`src/rtl/lsu_ctrl.sv`:
```
// Load/store unit controller: IDLE -> ACCESS -> DONE handshake between CPU and a 32-bit data memory.
// Optional alignment checking is enabled by defining LSU_ALIGN_CHECK_EN.
module lsu_ctrl (
    input  logic        clk,
    input  logic        rst,
    input  logic        req,
    input  logic        we,
    input  logic [1:0]  size,
    input  logic        sign_ext,
    input  logic [31:0] addr,
    input  logic [31:0] wdata,
    output logic        busy,
    output logic        done,
    output logic [31:0] rdata,
    output logic        addr_err,
    output logic        dm_cs,
    output logic        dm_w,
    output logic        dm_r,
    output logic [2:0]  dm_select,
    output logic [31:0] dm_addr,
    output logic [31:0] dm_wdata,
    input  logic [31:0] dm_rdata
);

    typedef enum logic [1:0] {
        S_IDLE   = 2'd0,
        S_ACCESS = 2'd1,
        S_DONE   = 2'd2
    } state_t;

    state_t      r_state;
    state_t      w_state_nxt;
    logic        w_accept;
    logic        w_misaligned;
    logic        w_go_access;
    logic [2:0]  w_select_in;
    logic [31:0] w_load_ext;

    logic        r_busy, r_done, r_addr_err;
    logic        r_dm_cs, r_dm_w, r_dm_r;
    logic        r_we, r_sign_ext;
    logic [2:0]  r_dm_select;
    logic [31:0] r_rdata, r_dm_addr, r_dm_wdata;

`ifdef LSU_ALIGN_CHECK_EN
    assign w_misaligned = ((size == 2'b01) && addr[0]) ||
                          (size[1] && (addr[1:0] != 2'b00));
`else
    assign w_misaligned = 1'b0;
`endif

    // Size 11 is folded into word so the memory never sees an undefined select.
    always_comb begin
        case (size)
            2'b00:   w_select_in = 3'b001;
            2'b01:   w_select_in = 3'b010;
            default: w_select_in = 3'b100;
        endcase
    end

    // NOTE: every always_comb output gets a default first so no path can infer a latch.
    always_comb begin
        w_state_nxt = r_state;
        w_accept    = 1'b0;
        case (r_state)
            S_IDLE: begin
                if (req) begin
                    w_accept    = 1'b1;
                    w_state_nxt = w_misaligned ? S_DONE : S_ACCESS;
                end
            end
            S_ACCESS: w_state_nxt = S_DONE;
            S_DONE:   w_state_nxt = S_IDLE;
            default:  w_state_nxt = S_IDLE;
        endcase
    end

    assign w_go_access = w_accept && !w_misaligned;

    // Big-endian memory: the addressed byte/half sits in the top of the read word.
    always_comb begin
        case (r_dm_select)
            3'b001:  w_load_ext = {{24{r_sign_ext & dm_rdata[31]}}, dm_rdata[31:24]};
            3'b010:  w_load_ext = {{16{r_sign_ext & dm_rdata[31]}}, dm_rdata[31:16]};
            default: w_load_ext = dm_rdata;
        endcase
    end

    always_ff @(posedge clk) begin
        if (rst) r_state <= S_IDLE;
        else     r_state <= w_state_nxt;
    end

    // NOTE: sequential state uses non-blocking assignments so all registers update from pre-edge values.
    always_ff @(posedge clk) begin
        if (rst) begin
            r_busy      <= 1'b0;
            r_done      <= 1'b0;
            r_addr_err  <= 1'b0;
            r_dm_cs     <= 1'b0;
            r_dm_w      <= 1'b0;
            r_dm_r      <= 1'b0;
            r_we        <= 1'b0;
            r_sign_ext  <= 1'b0;
            r_dm_select <= 3'b000;
            r_rdata     <= 32'h0;
            r_dm_addr   <= 32'h0;
            r_dm_wdata  <= 32'h0;
        end else begin
            r_busy     <= (w_state_nxt != S_IDLE);
            r_done     <= (w_state_nxt == S_DONE);
            r_addr_err <= w_accept && w_misaligned;
            r_dm_cs    <= w_go_access;
            r_dm_w     <= w_go_access && we;
            r_dm_r     <= w_go_access && !we;
            if (w_accept) begin
                r_we       <= we;
                r_sign_ext <= sign_ext;
            end
            // Memory-side address/data only move when a strobe will follow.
            if (w_go_access) begin
                r_dm_addr   <= addr;
                r_dm_select <= w_select_in;
                r_dm_wdata  <= wdata;
            end
            if ((r_state == S_ACCESS) && !r_we) r_rdata <= w_load_ext;
        end
    end

    assign busy      = r_busy;
    assign done      = r_done;
    assign addr_err  = r_addr_err;
    assign rdata     = r_rdata;
    assign dm_cs     = r_dm_cs;
    assign dm_w      = r_dm_w;
    assign dm_r      = r_dm_r;
    assign dm_select = r_dm_select;
    assign dm_addr   = r_dm_addr;
    assign dm_wdata  = r_dm_wdata;

endmodule

```
`config.mk`:
```
export PLATFORM = sky130hd
export DESIGN_NAME = lsu_ctrl
export DESIGN_NICKNAME = d
export VERILOG_FILES = /design/src/rtl/lsu_ctrl.sv
export SDC_FILE = /design/constraint.sdc
export NUM_CORES = 1
export LEC_CHECK = 0
export CAP_MARGIN = 15
export CORE_ASPECT_RATIO = 0.8
export CORE_UTILIZATION = 40
export DETAILED_ROUTE_END_ITERATION = 7
export DONT_BUFFER_PORTS = 1
export GPL_TIMING_DRIVEN = 0
export HOLD_SLACK_MARGIN = 0.1
export SETUP_SLACK_MARGIN = 0.2
export SLEW_MARGIN = 20
export SYNTH_ARGS = -nofsm -noshare
export SYNTH_HDL_FRONTEND = slang
export SYNTH_SLANG_ARGS = --single-unit
```
`constraint.sdc`:
```
create_clock -name clk -period 1.9 [get_ports clk]
set_clock_uncertainty 0.05 [all_clocks]
set_input_delay 0.38 -clock clk [delete_from_list [all_inputs] [get_ports clk]]
set_output_delay 0.38 -clock clk [all_outputs]
set_load 0.02 [all_outputs]
```
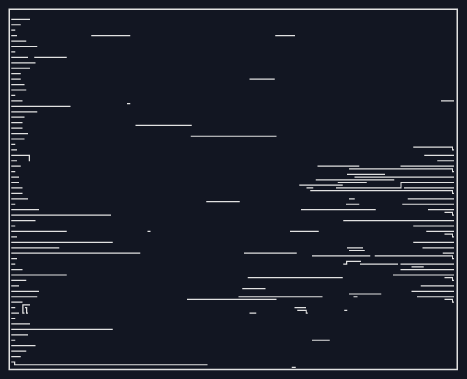
m3.png
Scale: 4 px per µm.
wire length on this layer: 1,030 µm
main direction: horizontal
share of all routed wire: 9.6%
routed via count: 3,016
DRT Wirelength: 10,800 µm
routing usage on met3: 6.95%

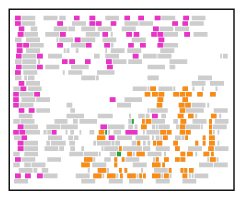
gates.png
Scale: 2 px per µm.
| color | family | cells |
|---|---|---|
| magenta | non-inverting ao/oa cells | 70 |
| orange | aoi and oai cells | 81 |
| green | nand cells | 3 |
share of cell area taken by multi-input logic gates: 34.5%
most common logic cell in the routed design: dfxtp_1
final non-filler cell total: 498

==> notes.md <==
Summary of implementation figures.

Status
The run finished, with violations left. The checks that failed: DRC.

Power
The clock share of power is 36.5%. The net load switching power is 1.46 mW.

Worst hold path
The path with the worst hold slack has its endpoint at dm_wdata[7]. The startpoint identified for the worst hold timing path is wdata[7]. The path category of the worst min-delay check is in -> reg.

Timing
In the final timing run, aggregate negative setup slack is 0 ps. The total setup violations reported at the end of the flow is 0. The shortest clock period the worst path allows after layout is 1600 ps. At the pin with the least slew margin, the transition time is 632 ps.

Critical path
The arrival time of data at the critical path endpoint is 1790 ps. The timing report lists the critical path depth as 5 cells. The sort of element at the end of the critical path is a flip-flop.

Synthesis
The most frequently used library cell after synthesis is dfxtp_1. The count of distinct cell types in the synthesized netlist is 33. For reference, the mux area share after synthesis is 0%. For reference, full adder, half adder and majority cells occupy 0% of the area reported after synthesis.

For reference, the post-synthesis area per instance comes to 11.2 µm².

Final layout
The register share of the cell area is 47.1%. The repair_antennas step left the layout with diodes totalling 0. The final standard cell area without fillers is 4560 µm². The number of clock buffers in the layout is 10. Per the layout report, the design carries 58 non-clock buffers.

Placement
The last weighted congestion value of the routability-driven placer is 0.812. The detailed placer's ending HPWL is 7740 µm.

Floorplanning
The I/O pin count is 208. The horizontal die size is 112 µm.

Drt
The number of remaining DRC errors is 8. In the log, the iteration count for the first detailed-route pass is 7.

Clock network
Hold repair after CTS inserted 8 buffers.

Global route
The initial antenna violation count is 0. The first global-routing pass estimated 16,200 µm of wire. Per the GRT congestion report, total overflow comes to 0.

The global routing's busiest layer is met2.
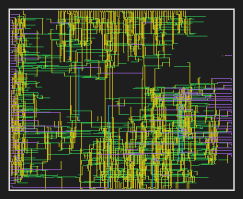
layers.png
Scale: 2 px per µm.
| color | layer | wire length |
|---|---|---|
| yellow | M2 | 5,090 µm |
| green | M1 | 4,500 µm |
| purple | M3 | 1,030 µm |
| cyan | M4 | 150 µm |
WL per Instance: 21.6 µm
Total Routing Usage GR: 20.8%

Power figures rest on the tool's default switching activity, not on a simulated workload.
